run_1/wire_density.png
The bar under the picture is 20 um long. The die is cut into 22 by 22 equal tiles; black is low, pale yellow is high, scaled to the fullest tile. Values are wire area over tile area, all layers added.
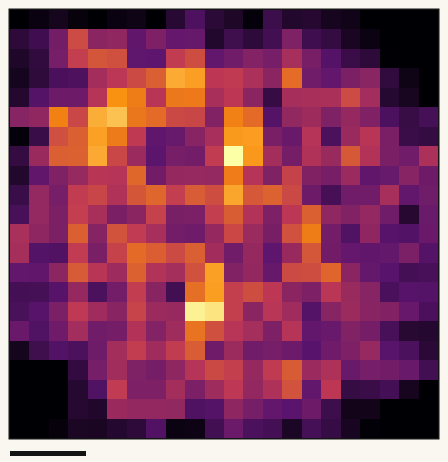
run_1/registers.png
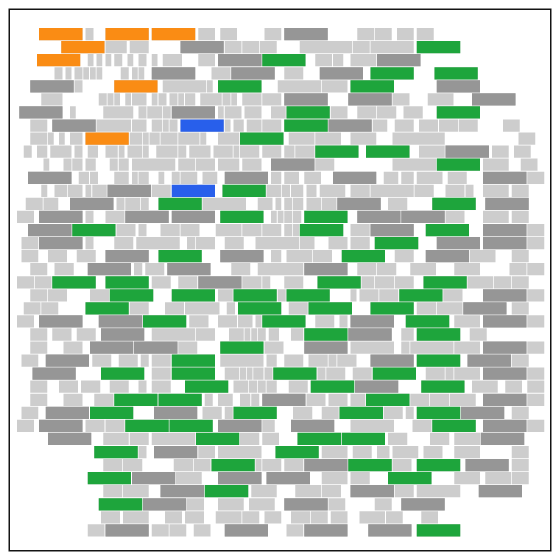
run_1/cell_classes.png
Fill, decap, tap and diode cells in gray.
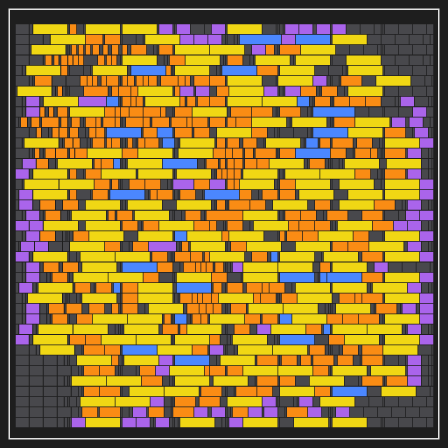
==> config.mk <==
export PLATFORM = sky130hd
export DESIGN_NAME = fabric_cfg_loader
export DESIGN_NICKNAME = d
export VERILOG_FILES = /design/src/rtl/fabric_cfg_loader.sv
export SDC_FILE = /design/constraint.sdc
export NUM_CORES = 1
export LEC_CHECK = 0
export CAP_MARGIN = 20
export CORE_UTILIZATION = 60
export DETAILED_ROUTE_END_ITERATION = 10
export PLACE_DENSITY = 0.85
export SETUP_SLACK_MARGIN = 0.1
export SLEW_MARGIN = 40
export SYNTH_ARGS = -nofsm -noshare
export SYNTH_HDL_FRONTEND = slang
export SYNTH_SLANG_ARGS = --single-unit
==> constraint.sdc <==
create_clock -name i_clk -period 8.4 [get_ports i_clk]
set_input_delay 0.84 -clock i_clk [delete_from_list [all_inputs] [get_ports i_clk]]
set_output_delay 0.84 -clock i_clk [all_outputs]
set_load 0.02 [all_outputs]
==> results.yml, run 1 <==
# physical design summary
sta:
  fmax_mhz: 353
  slew_viol_final: 0
  max_slew_margin_pct: 47.5
  skew_ns: 0.00852
  hold_slack_ns: 0.477
critical_path:
  crit_family: "buffers and inverters"
  crit_path_top_delay_cell: "buf_4"
  critPathCaptureType: "register"
  r2r_cells: 6
  crit_buf_inv: 1
  critPathArrivalTime_ns: 3.14
  worst-path-max-fanout: 48
power_and_ir_drop:
  p_switching_w: 0.000616
  pwr-share-clk_pct: 36.3
  power_w: 0.00215
  pwr-share-seq_pct: 44.8
  comb_power_share_pct: 18.9
  leakage_nw: 4.44
global_route:
  grt_busiest_layer: "met2"
  met3_usage_pct: 5.18
  grt.met1_usage_pct: 34.0
  grt_max_degree: 101
finish:
  nNonClkBuffers: 91
  clock_area_share_pct: 6.52
  multi_input_comb_cells: 309
  flop-count: 173
  num-clock-buffers: 17
  area_delta_synth_final_pct: 22.1
logic_synthesis:
  yosys.stat.seqShare_pct: 59.1
  adder_share_pct: 1.20
  ys_chip_area_mm2: 0.00732
  ys_ff: 173
  synth.top_cells.by_count: "173 x dfrtp_1, 114 x mux2_2, 39 x mux2_4"
  logic_family: "multiplexers"
  largest_area_cell: "dfrtp_1"
  synth_top_area_share_pct: 59.1
  edf_count: 0
  area_leaders: "dfrtp_1 59%, mux2_2 18%, mux2_4 8.0%"
  syn_inst: 511
  syn_avg_cell_area_um2: 14.3
  floorplan.nets: 523
  ys_cells: 511
placement:
  io_buffer_count: 85
  pre_cts_ws_ns: 5.24
  dpl.cell_count: 724
detailed_routing:
  ant_nets: 0
  drt_pass1_iterations: 4
cts:
  htree_levels: 4
  cts_made_buffers: 17
floorplanning:
  die_area_mm2: 0.0126
min_path:
  hp-class: "register to register"
outcome:
  status: "completed"
Back to the opening pictures, wire_density.png:
fullest tile: 0.52
densest ninth of the die: center
nearly empty tiles: 7.9%
mean over tiles: 0.18
total number of vias: 4413
Total Routing Usage GR: 25.1%
routed length per instance: 19.1 um

Back to the opening pictures, registers.png:
[`r_shadow`] green | placed flops: 75
[`r_sync`] orange | placed flops: 7 | where: north-west
[`r_state`] blue | placed flops: 2
not colored: 89
sequential cell power: 0.000961 W
sequential fraction of total cell area: 48.4%
register area: 0.00433 mm^2
Finished Core Util: 76.6%

Back to the opening pictures, cell_classes.png:
[clock drivers and dummy loads] blue | cells: 32
[flops] yellow | cells: 173
[other buffers and delay cells] purple | cells: 91
[all other logic] orange | cells: 317
Post-Layout Inst Area: 0.00894 mm^2
# rows: 39
core box area: 0.0117 mm^2

run_1/zoom.png
The bar under the picture is 20 um long. Window x 3 to 53, y 3 to 53 um. Cells in gray, sequential cells in the stronger gray; small squares are vias.
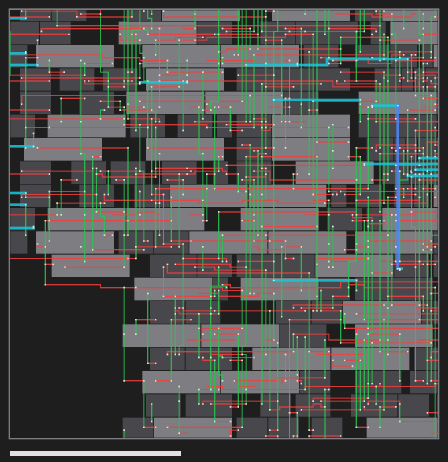

## Run 2: what changed since run 1
--- a/config.mk
+++ b/config.mk
@@ -6,9 +6,9 @@
 export NUM_CORES = 1
 export LEC_CHECK = 0
 export CAP_MARGIN = 20
-export CORE_UTILIZATION = 60
+export CORE_UTILIZATION = 50
 export DETAILED_ROUTE_END_ITERATION = 10
-export PLACE_DENSITY = 0.85
+export PLACE_DENSITY = 0.75
 export SETUP_SLACK_MARGIN = 0.1
 export SLEW_MARGIN = 40
 export SYNTH_ARGS = -nofsm -noshare
==> constraint.sdc (replaced) <==
create_clock -name i_clk -period 2.5 [get_ports i_clk]
set_input_delay 0.25 -clock i_clk [delete_from_list [all_inputs] [get_ports i_clk]]
set_output_delay 0.25 -clock i_clk [all_outputs]
set_load 0.02 [all_outputs]
run_2/zoom.png
The bar under the picture is 20 um long. Window x 6 to 56, y 6 to 56 um. Cells in gray, sequential cells in the stronger gray; small squares are vias.
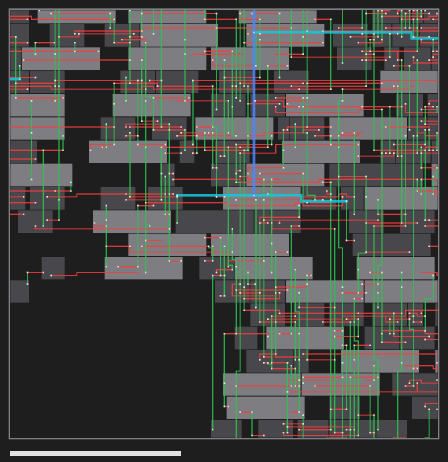
[met3] cyan
[met2] green
[met1] red
[met4] blue
sequential cells in the window: 34
cells with their middle in the window: 109
most frequent: dfrtp_1 (34), mux2_2 (32), clkdlybuf4s50_1 (10)

==> run 2 against run 1 <==
  * Total power went up to 3.5 times the previous value
  * Global-route usage fell by 5.0 points
  * First-iteration DRC count increased by 1.7%
  * Sequential share of layout area shrank 1.0 points
  * Clock power went up to 3.7 times the previous value
  * Sequential cell count did not move
  * Hold slack worse by 0.26 ns
  * Clock skew about the same
  * Area after synthesis did not move
  * Register-to-register slack got worse by 5.3 ns
  * Sequential power rose to 3.4 times the previous value
  * Critical path type unchanged
==> results.yml, run 2 <==
# physical design summary
finish:
  num-clock-buffers: 22
  nNonClkBuffers: 97
  design_area_mm2: 0.00913
  flop-count: 173
  multi_input_comb_cells: 309
  area_delta_synth_final_pct: 24.6
placement:
  dpl.cell_count: 767
  pre_cts_ws_ns: 0.0616
  io_buffer_count: 85
cts:
  cts_made_buffers: 17
  htree_levels: 4
logic_synthesis:
  edf_count: 0
  area_leaders: "dfrtp_1 59%, mux2_2 18%, mux2_4 8.0%"
  synth_top_area_share_pct: 59.1
  floorplan.nets: 523
  ys_chip_area_mm2: 0.00732
  adder_share_pct: 1.20
  ys_ff: 173
  synth.top_cells.by_count: "173 x dfrtp_1, 114 x mux2_2, 39 x mux2_4"
  logic_family: "multiplexers"
  largest_area_cell: "dfrtp_1"
  ys_cells: 511
power_and_ir_drop:
  leakage_nw: 4.49
  comb_power_share_pct: 18.4
  p_seq_w: 0.00323
  power_w: 0.00752
detailed_routing:
  post_drt_wl_per_cell_um: 17.3
  ant_nets: 0
  drt_pass1_iterations: 4
  vias: 4404
critical_path:
  critPathArrivalTime_ns: 2.62
  crit_family: "simple AND/OR/NAND/NOR gates"
  crit_path_top_delay_cell: "or4bb_2"
  critPathCaptureType: "register"
  crit_buf_inv: 0
global_route:
  grt_busiest_layer: "met2"
  met3_usage_pct: 4.57
sta:
  skew_ns: 0.00853
  hold_slack_ns: 0.221
  fmax_mhz: 440
  slew_viol_final: 0
  max_slew_margin_pct: 63.7
min_path:
  hp-class: "input pin to asynchronous set/reset pin"
floorplanning:
  die_area_mm2: 0.0151
outcome:
  status: "completed"
run_2/final_placement.png
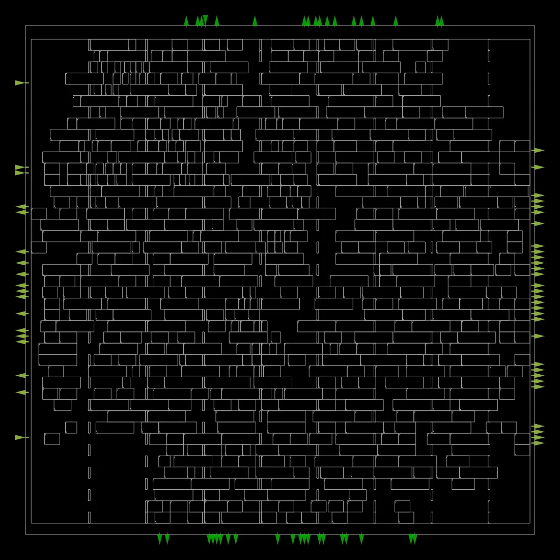
Finished Core Util: 64.7%
# fillers: 1034

Power and IR drop assume default switching activity.
